[src/rtl/affine_interp_seq.sv]
// rtl/affine_interp_seq.sv - sequencer for the 6-tap 1/16-precision affine interpolation filter
module affine_interp_seq #(
    parameter int IN_SIZE   = 8,
    parameter int PROD_SIZE = 15,
    parameter int ACC_SIZE  = 18,
    parameter int SHIFT     = 6
) (
    input  logic                 clk,
    input  logic                 rst_n,
    input  logic                 req_valid,
    output logic                 req_ready,
    input  logic [3:0]           req_frac,
    output logic                 rd_en,
    output logic [2:0]           rd_tap,
    input  logic [IN_SIZE-1:0]   smp_data,
    output logic [IN_SIZE-1:0]   mcm_x,
    output logic [2:0]           mcm_tap,
    output logic [3:0]           mcm_frac,
    input  logic [PROD_SIZE-1:0] mcm_prod,
    output logic                 out_valid,
    input  logic                 out_ready,
    output logic [IN_SIZE-1:0]   out_data
);

    typedef enum logic [2:0] {
        S_IDLE,
        S_FETCH,
        S_DRAIN,
        S_ROUND,
        S_HOLD
    } state_t;

    localparam logic [2:0] LAST_TAP = 3'd5;
    localparam logic [2:0] INT_TAP  = 3'd2;

    localparam logic signed [ACC_SIZE-1:0] RND_C   = ACC_SIZE'(2 ** (SHIFT - 1));
    localparam logic signed [ACC_SIZE-1:0] SAT_MAX = ACC_SIZE'(2 ** (IN_SIZE - 1) - 1);
    localparam logic signed [ACC_SIZE-1:0] SAT_MIN = ACC_SIZE'(-(2 ** (IN_SIZE - 1)));

    state_t                      state_q, state_d;
    logic [2:0]                  tap_q, tap_d;
    logic [3:0]                  frac_q, frac_d;
    logic                        ld_q;
    logic [2:0]                  ld_tap_q;
    logic                        acc_en_q;
    logic [IN_SIZE-1:0]          mcm_x_q;
    logic [2:0]                  mcm_tap_q;
    logic signed [ACC_SIZE-1:0]  acc_q, acc_d;
    logic                        out_valid_q, out_valid_d;
    logic [IN_SIZE-1:0]          out_data_q, out_data_d;

    logic                        req_hs;
    logic                        fetch_last;
    logic signed [ACC_SIZE-1:0]  prod_ext;
    logic signed [ACC_SIZE-1:0]  x_scaled;
    logic signed [ACC_SIZE-1:0]  rnd_sum;
    logic signed [ACC_SIZE-1:0]  rnd_val;

    assign req_ready  = (state_q == S_IDLE);
    assign rd_en      = (state_q == S_FETCH);
    assign rd_tap     = tap_q;
    assign mcm_x      = mcm_x_q;
    assign mcm_tap    = mcm_tap_q;
    assign mcm_frac   = frac_q;
    assign out_valid  = out_valid_q;
    assign out_data   = out_data_q;

    assign req_hs     = req_valid && (state_q == S_IDLE);
    // The integer position needs only the centre sample, so it ends after one read.
    assign fetch_last = (frac_q == 4'd0) || (tap_q == LAST_TAP);

    assign prod_ext = {{(ACC_SIZE-PROD_SIZE){mcm_prod[PROD_SIZE-1]}}, mcm_prod};
    assign x_scaled = {{(ACC_SIZE-IN_SIZE){mcm_x_q[IN_SIZE-1]}}, mcm_x_q} <<< SHIFT;
    assign rnd_sum  = acc_q + RND_C;
    assign rnd_val  = rnd_sum >>> SHIFT;

    // Next-state, tap counter, accumulator and output register updates.
    always_comb begin
        state_d     = state_q;
        tap_d       = tap_q;
        frac_d      = frac_q;
        acc_d       = acc_q;
        out_valid_d = out_valid_q;
        out_data_d  = out_data_q;

        if (acc_en_q) begin
            if (frac_q == 4'd0) begin
                acc_d = x_scaled;
            end else begin
                acc_d = acc_q + prod_ext;
            end
        end

        case (state_q)
            S_IDLE: begin
                if (req_hs) begin
                    frac_d  = req_frac;
                    acc_d   = '0;
                    tap_d   = (req_frac == 4'd0) ? INT_TAP : 3'd0;
                    state_d = S_FETCH;
                end
            end
            S_FETCH: begin
                if (fetch_last) begin
                    tap_d   = 3'd0;
                    state_d = S_DRAIN;
                end else begin
                    tap_d = tap_q + 3'd1;
                end
            end
            S_DRAIN: begin
                // The last accumulate happens when no further sample load is pending.
                if (acc_en_q && !ld_q) begin
                    state_d = S_ROUND;
                end
            end
            S_ROUND: begin
                if (rnd_val > SAT_MAX) begin
                    out_data_d = SAT_MAX[IN_SIZE-1:0];
                end else if (rnd_val < SAT_MIN) begin
                    out_data_d = SAT_MIN[IN_SIZE-1:0];
                end else begin
                    out_data_d = rnd_val[IN_SIZE-1:0];
                end
                out_valid_d = 1'b1;
                state_d     = S_HOLD;
            end
            S_HOLD: begin
                if (out_ready) begin
                    out_valid_d = 1'b0;
                    state_d     = S_IDLE;
                end
            end
            default: begin
                state_d = S_IDLE;
            end
        endcase
    end

    // State and datapath registers with asynchronous reset.
    always_ff @(posedge clk or negedge rst_n) begin
        if (!rst_n) begin
            state_q     <= S_IDLE;
            tap_q       <= '0;
            frac_q      <= '0;
            ld_q        <= 1'b0;
            ld_tap_q    <= '0;
            acc_en_q    <= 1'b0;
            mcm_x_q     <= '0;
            mcm_tap_q   <= '0;
            acc_q       <= '0;
            out_valid_q <= 1'b0;
            out_data_q  <= '0;
        end else begin
            state_q     <= state_d;
            tap_q       <= tap_d;
            frac_q      <= frac_d;
            ld_q        <= rd_en;
            ld_tap_q    <= rd_tap;
            acc_en_q    <= ld_q;
            acc_q       <= acc_d;
            out_valid_q <= out_valid_d;
            out_data_q  <= out_data_d;
            if (ld_q) begin
                mcm_x_q   <= smp_data;
                mcm_tap_q <= ld_tap_q;
            end
        end
    end

endmodule

[config.mk]
export PLATFORM = sky130hd
export DESIGN_NAME = affine_interp_seq
export DESIGN_NICKNAME = d
export VERILOG_FILES = /design/src/rtl/affine_interp_seq.sv
export SDC_FILE = /design/constraint.sdc
export NUM_CORES = 1
export LEC_CHECK = 0
export ABC_AREA = 1
export CORE_MARGIN = 5
export CORE_UTILIZATION = 25
export DETAILED_ROUTE_END_ITERATION = 10
export GPL_TIMING_DRIVEN = 0
export SLEW_MARGIN = 20
export SYNTH_ARGS = -nofsm -noshare
export SYNTH_HDL_FRONTEND = slang
export SYNTH_SLANG_ARGS = --single-unit
[constraint.sdc]
create_clock -name clk -period 5.8 [get_ports clk]
set_input_delay 1.74 -clock clk [delete_from_list [all_inputs] [get_ports clk]]
set_output_delay 1.74 -clock clk [all_outputs]
set_load 0.005 [all_outputs]
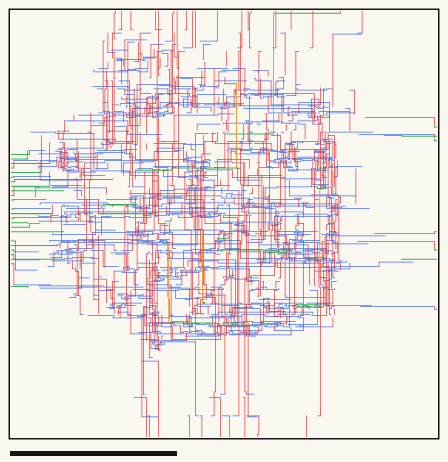
Run 1: metal layers overlaid
The bar under the picture is 50 um long.
layer	colour	wire length
M1	blue	4,600 um
M3	green	383 um
M4	orange	133 um
M2	red	4,330 um

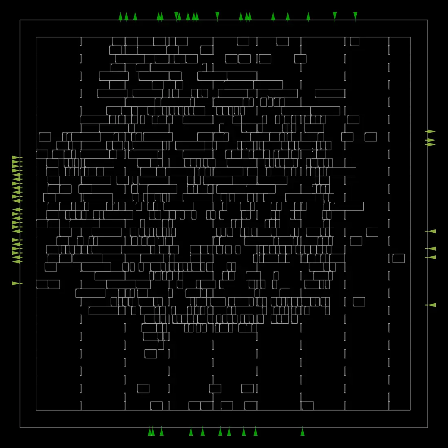
Run 1: placement view
FILL cells: 1,454
Seq area share: 29.9%
fin util: 32.3%

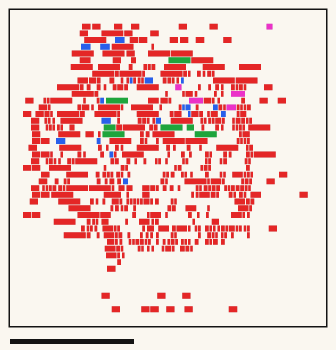
Run 1: sizing map
The bar under the picture is 50 um long.
size	colour	cells
x2	blue	18
x3 and x4	magenta	5
x1 and smaller	red	512
x6 and larger	green	7
buffers outside the clock class: 67
Final Cell Area: 4440 sq um
synthesis-to-finish area growth: 27.9%
PnR worst setup slack: 2.08 ns

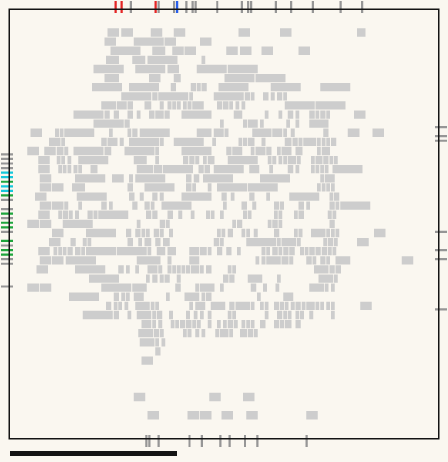
Run 1: I/O pins on the die edge
The bar under the picture is 50 um long. Pins as bars across the die edge, other pins in grey.
port	colour	pins	direction	edge
`req_ready`	blue	1	output	top
`rd_tap`	red	3	output	top
`mcm_frac`	cyan	4	output	left
`smp_data`	green	8	input	left
all pins by edge	24 left, 19 top, 10 bottom, 7 right

==> results_dict.tcl, run 1 <==
# place-and-route summary
set metrics [dict create \
    cts_tree "yes" \
    maxCapViolations 0 \
    power.share.combinational_pct 55.0 \
    largest_register "acc_q" \
    port_buffers 59 \
    ys_async_sr_fraction_pct 100 \
    drt_iter0_markers 196 \
    synth.distinct_cells 37 \
    fin_total_pwr_uw 2220 \
    top_power_group "combinational logic" \
    mux_share_pct 1.62 \
    timing.final.crit_period_ns 3.72 \
    vias 3249 \
    gp_congestion 0.857 \
    p_sw_share_pct 44.0 \
    dr_wl_met2_um 4330 \
    max_slew_margin_pct 55.4 \
    edf_count 0 \
    via_per_inst 4.50 \
    internal_power_uw 1240 \
    ys_cells 475 \
    setup_tns_ns 0 \
    netlist_area_sq_um 3470 \
    hold_class "reg2reg" \
    netlist_top_cells_area "dfrtp_1 (38%), nand2_1 (15%), a21oi_1 (7.2%)" \
    final_cell_mix "nand2_1 (142), clkdlybuf4s50_1 (58), inv_1 (56)" \
    dr_wl_met3_um 382 \
    grt_start_max_net_pins 54 \
    grt_pass1_vias 3292 \
    highest_layer "met4" \
    p_seq_uw 690 \
    top_usage_layer "met2" \
    crit_required_ns 6.01 \
    clkPwrFrac_pct 14.0 \
    met1_length_um 4600 \
    ys_sh_aoi_pct 13.7 \
    largest_register_ffs 18 \
    drcViolationCount 0 \
    cp-end-kind "flop" \
    grt_usage_pct 12.0 \
    top_area_share_pct 38.3 \
    cts_max_level 2 \
    worstSkewPairLatency_ns 0.29 \
    fin_skew_ns 0.00951 \
    wire_per_inst_um 13.1 \
    cts-root-buf "clkbuf_16" \
    layout-drive-gt1-share_pct 5.54 \
    met1_usage_pct 16.4 \
    synth_warnings 0 \
    lay_top_count "nand2_1" \
    fa_ha_area_share_pct 7.80 \
    period_used_pct 64.2 \
    warnings 27 \
    core.rowCount 43 \
    cts.sinks 53 \
    firstDrtPassIters 5 \
    worst_ir_drop_vdd_v 0.000201 \
    power.density_nw_per_um2 501 \
    die_area_sq_um 16300 \
    avgSynthCellArea_sq_um 7.30 \
    setup_viol 0 \
    fp.dieH_um 128 \
    status "finished clean" \
    top_area_cell "dfrtp_1" \
    routed_wl_um 9440 \
    cp.arrival_ns 3.93 \
    p_comb_uw 1220 \
    critPathMaxFanout 3 \
    grt_pass1_wl_um 16100 \
    switching_power_uw 977 \
    fp_util_pct 25.3 \
    ys_area_sq_um 3470 \
    yosys-top-cells-count "nand2_1 (142), inv_1 (56), dfrtp_1 (53)" \
]
[run 1: area by class of cell]
class | count | area [sq um] | area share (%)
Buffer | 8 | 33.8 | 0.762
Clock buffer | 6 | 139 | 3.13
Clock inverter | 2 | 16.3 | 0.367
Inverter | 61 | 229 | 5.16
Multi-Input combinational cell | 353 | 1880 | 42.3
Sequential cell | 53 | 1330 | 29.9
Tap cell | 180 | 225 | 5.08
Timing Repair Buffer | 59 | 588 | 13.3
[run 1: per-stage QoR]
stage | cell area (sq um) | cells | worst slack [ns]
floorplan | 3470 | 475 | 2.59
global placement | 4280 | 714 | 1.40
detailed placement | 4280 | 714 | 1.81
CTS | 4440 | 722 | 2.07
global route | 4440 | 722 | 1.81
finish | 4440 | 722 | 2.08
[run 1: path summary, 6_finish.rpt]
path	start	slack, ns	end	depth (start not counted)
min	ld_q$_DFF_PN0_	0.38	acc_en_q$_DFF_PN0_	0
max reg2reg	acc_q[0]$_DFF_PN0_	3.65	acc_q[12]$_DFF_PN0_	12
max	mcm_prod[0]	2.08	acc_q[12]$_DFF_PN0_	13
max in group asynchronous	rst_n	3.87	acc_q[15]$_DFF_PN0_	1
min reg2reg	ld_q$_DFF_PN0_	0.38	acc_en_q$_DFF_PN0_	0
min in group asynchronous	rst_n	1.48	out_data[6]$_DFFE_PN0P_	1
[run 1: worst max-delay path, cell delays in order]
cell and delay, ns:
clkdlybuf4s50_1 0.48, ha_1 0.21, inv_1 0.10, fa_1 0.43, o21ai_1 0.27, nand2_1 0.08
nand2_1 0.15, nand2_1 0.09, nand2_1 0.06, nand2_1 0.04, nand3_1 0.06, nand2_1 0.06
a21oi_1 0.15
Run 1, M3 wires:
The bar under the picture is 50 um long.
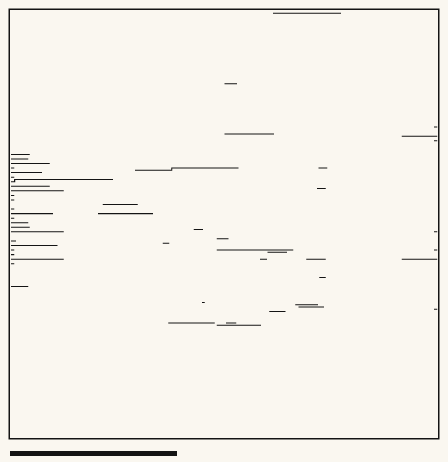

## Run 2: what changed since run 1
==> constraint.sdc (replaced) <==
create_clock -name clk -period 3.2 [get_ports clk]
set_input_delay 0.96 -clock clk [delete_from_list [all_inputs] [get_ports clk]]
set_output_delay 0.96 -clock clk [all_outputs]
set_load 0.005 [all_outputs]
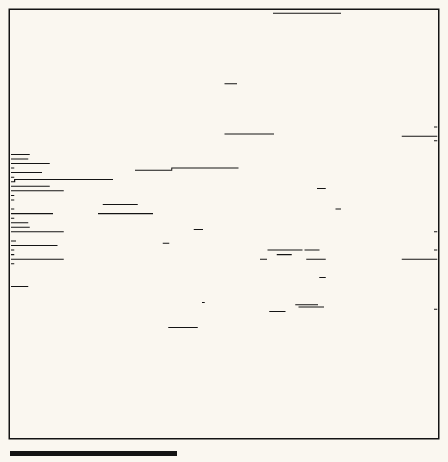
Run 2: M3 wires
The bar under the picture is 50 um long.
nets with wire on the layer	47
longest straight run	29.2 um
wire length on this layer	348 um

==> run 2 against run 1 <==
Against the previous run: synthesized cell count is the same; global-route usage is the same; hold slack is essentially flat; design area is essentially flat; first-iteration DRC count shrank 6.1%; clock power grew 82%; total power grew 82%.
==> results_dict.tcl, run 2 <==
# place-and-route summary
set metrics [dict create \
    netlist_area_sq_um 3470 \
    cpMostUsedCell "nand2_1" \
    max_stage_delay_ns 0.48 \
    critPathMaxFanout 3 \
    ys_async_sr_fraction_pct 100 \
    cts.sinks 53 \
    placed_cells 714 \
    power.share.combinational_pct 55.0 \
    utilization_pct 32.4 \
    worst_ir_drop_vdd_v 0.000364 \
    fin_total_pwr_uw 4030 \
    fp.dieH_um 128 \
    edf_count 0 \
    grt_usage_pct 12.0 \
    netlist_top_cells_area "dfrtp_1 (38%), nand2_1 (15%), a21oi_1 (7.2%)" \
    power.density_nw_per_um2 909 \
    critical_path.top_delay_family "adder cells" \
    yosys-top-cells-count "nand2_1 (142), inv_1 (56), dfrtp_1 (53)" \
    synth.distinct_cells 37 \
    final_cells 722 \
    worst_slack_ns 0.296 \
    status "finished clean" \
    maxCapViolations 0 \
    r2r_cells 12 \
    period_used_pct 90.7 \
    via_per_inst 4.50 \
    lay_top_count "nand2_1" \
    top_power_group "combinational logic" \
    fp_util_pct 25.3 \
    crit_required_ns 3.41 \
    firstDrtPassIters 5 \
    cts_max_level 2 \
    port_buffers 59 \
    cp_cell_sequence "clkdlybuf4s50_1, ha_1, inv_1, fa_1, o21ai_2, nand2_1, nand2_1, nand2_1, nand2_1, nand2_1, nand3_1, nand2_1, a21oi_1" \
    wire_per_inst_um 13.2 \
    final_area_sq_um 4440 \
]
[run 2: cell counts after synthesis]
No cell type changed its count.
[run 2: layout make-up]
type | count | area (sq um)
multi-input combinational | 353 | 1880
clock buffer | 6 | 139
buffer | 8 | 33.8
timing repair buffer | 59 | 588
fill | 1454 | 9280
tap | 180 | 225
clock inverter | 2 | 16.3
inverter | 61 | 229
sequential | 53 | 1330
[run 2: cells by family after synthesis]
kind of cell	after synthesis	synth area share, %
flip-flops	53	38.3
XOR/XNOR	15	3.79
buffers and inverters	69	7.58
multiplexers	5	1.62
AND-OR/OR-AND	89	13.7
AND/OR/NAND/NOR	223	27.2
adder cells (fa/ha/maj)	21	7.80
[run 2: metal layers]
metal	GRT usage (%)	wire, um	vias up	share of wire, %
li1	-	-	1675	-
met1	16.4	4660	1498	49
met2	19.7	4360	68	46
met3	2.25	348	10	3.7
met4	3.00	134	0	1.4
met5	0	0	-	0
[run 2: path summary, 6_finish.rpt]
check | endpoint | slack [ns] | from
min | acc_en_q$_DFF_PN0_ | 0.38 | ld_q$_DFF_PN0_
min reg2reg | acc_en_q$_DFF_PN0_ | 0.38 | ld_q$_DFF_PN0_
max reg2reg | acc_q[12]$_DFF_PN0_ | 1.08 | acc_q[0]$_DFF_PN0_
max in group asynchronous | acc_q[15]$_DFF_PN0_ | 2.05 | rst_n
max | acc_q[12]$_DFF_PN0_ | 0.30 | mcm_prod[0]
min in group asynchronous | out_data[6]$_DFFE_PN0P_ | 0.70 | rst_n
[run 2: through the flow]
step	hold WS [ns]	setup TNS (ns)
2_1_floorplan	0.352	0
3_3_place_gp	0.357	-21.93
3_5_place_dp	0.361	-0.0109
4_1_cts	0.385	0
5_1_grt	0.399	0
6_report	0.384	0
Run 2, sizing map:
The bar under the picture is 50 um long.
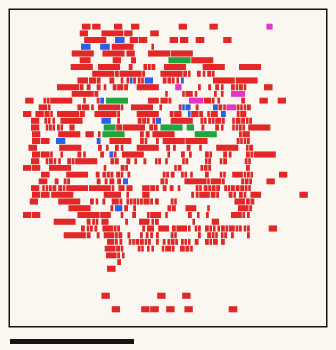

## Run 3: what changed since run 2
--- a/config.mk
+++ b/config.mk
@@ -9,6 +9,7 @@
 export CORE_MARGIN = 5
 export CORE_UTILIZATION = 25
 export DETAILED_ROUTE_END_ITERATION = 10
+export DONT_BUFFER_PORTS = 1
 export GPL_TIMING_DRIVEN = 0
 export SLEW_MARGIN = 20
 export SYNTH_ARGS = -nofsm -noshare
==> constraint.sdc (replaced) <==
create_clock -name clk -period 3.2 [get_ports clk]
set_input_delay 0.96 -clock clk [delete_from_list [all_inputs] [get_ports clk]]
set_output_delay 0.96 -clock clk [all_outputs]
set_load 0.02 [all_outputs]
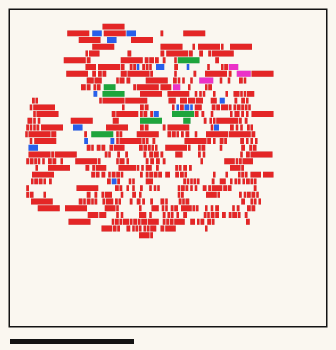
Run 3: sizing map
The bar under the picture is 50 um long.
size	colour	cells
x2	blue	18
x3 and x4	magenta	4
x6 and larger	green	7
x1 and smaller	red	454
synthesis-to-finish area growth: 11.0%
buffers outside the clock class: 8
Final Cell Area: 3850 sq um

==> run 3 against run 2 <==
Against the previous run: sequential power increased by 18%; clock power rose by 2%; clock skew decreased by 0.0041 ns; synthesized cell count unchanged; utilization is 4.3 points lower; setup slack better by 0.43 ns; hold slack lost 0.029 ns; wire length increased by 0.81%; combinational power shrank 17%; sequential share of layout area grew 4.6 points; fmax increased by 18%.
==> results_dict.tcl, run 3 <==
# place-and-route summary
set metrics [dict create \
    synth.logic.top_family "simple AND/OR/NAND/NOR gates" \
    fp_util_pct 25.3 \
    setup_tns_ns 0 \
    simple_gate_area_share_pct 27.2 \
    lay_top_count "nand2_1" \
    utilization_pct 28.1 \
    ys_sh_aoi_pct 13.7 \
    grt_usage_pct 12.0 \
    period_used_pct 77.2 \
    crit_start "mcm_prod[0]" \
    r2r-start "state_q[2]$_DFFE_PN0P_" \
    power.density_nw_per_um2 1010 \
    crit_required_ns 3.42 \
    critical_path.top_delay_family "adder cells" \
    placed_cells 655 \
    mux_share_pct 1.62 \
    hold_class "in2async" \
    ys_async_sr_fraction_pct 100 \
    edf_count 0 \
    maxCapViolations 0 \
    via_per_inst 4.69 \
    flop_area_sq_um 1330 \
    firstDrtPassIters 4 \
    switching_power_uw 1950 \
    netlist_area_sq_um 3470 \
    gp_congestion 0.872 \
    cp_cell_sequence "ha_1, inv_1, fa_1, o21ai_1, nand2_1, nand2_1, nand2_1, nand2_1, nand2_1, nand3_1, nand2_1, a21oi_1" \
    worst_ir_drop_vdd_v 0.000451 \
    cpMostUsedCell "nand2_1" \
    worst_slack_ns 0.731 \
    critPathMaxFanout 3 \
    max_stage_delay_ns 0.43 \
    fillers 1484 \
    fa_ha_area_share_pct 7.80 \
    port_buffers 0 \
    fp.dieH_um 128 \
    wire_per_inst_um 14.4 \
    power.share.combinational_pct 47.5 \
    netlist_top_cells_area "dfrtp_1 (38%), nand2_1 (15%), a21oi_1 (7.2%)" \
    status "finished clean" \
    holdWs_ns 0.355 \
    cts_max_level 2 \
    top_cell "nand2_1" \
]
-- run 3: cell counts after synthesis --
No cell type changed its count.
-- run 3: layout make-up --
cell class              instances  area share, %
well taps                     180           5.85
clock buffers                   6           3.61
plain buffers                   8          0.878
multi-input cells             353           48.8
inverters                      61           5.95
clock inverters                 2          0.455
flip-flops and latches         53           34.5
-- run 3: path summary, 6_finish.rpt --
| path | to | slack (ns) | cells past startpoint |
|---|---|---|---|
| min in group clk | acc_en_q$_DFF_PN0_ | 0.38 | 0 |
| max | acc_q[12]$_DFF_PN0_ | 0.73 | 12 |
| max reg2reg | rd_tap[1]$_DFFE_PN0P_ | 0.96 | 6 |
| min reg2reg | acc_en_q$_DFF_PN0_ | 0.38 | 0 |
| max in group asynchronous | mcm_frac[3]$_DFFE_PN0P_ | 2.74 | 0 |
| min | acc_q[12]$_DFF_PN0_ | 0.36 | 0 |
-- run 3: power groups by stage --
stage	Sequential, uW	Clock [uW]	Combinational [uW]
finish	1470	574	1850
CTS	1480	593	1840
detailed placement	1490	0	1830
floorplan	1370	0	1440
global placement	1490	0	1790
global route	1520	615	2120
-- run 3: metal layers --
metal	vias to the layer above	global-route usage, %	wire length, um
li1	1554	-	-
met1	1453	15.9	4380
met2	90	19.7	4460
met3	10	2.63	572
met4	0	3.25	162
met5	-	0	0
-- run 3: kinds of logic (layout without fill, tap and decap cells) --
family / Yosys count / count (layout)
adders and majority gates: 21 / 21
AOI/OAI and AO/OA: 89 / 89
DFF: 53 / 53
and+or+nand+nor: 223 / 223
muxes: 5 / 5
buffers and inverters: 69 / 77
xor gates and xnor gates: 15 / 15
Power figures rest on the tool's default switching activity, not on a simulated workload.
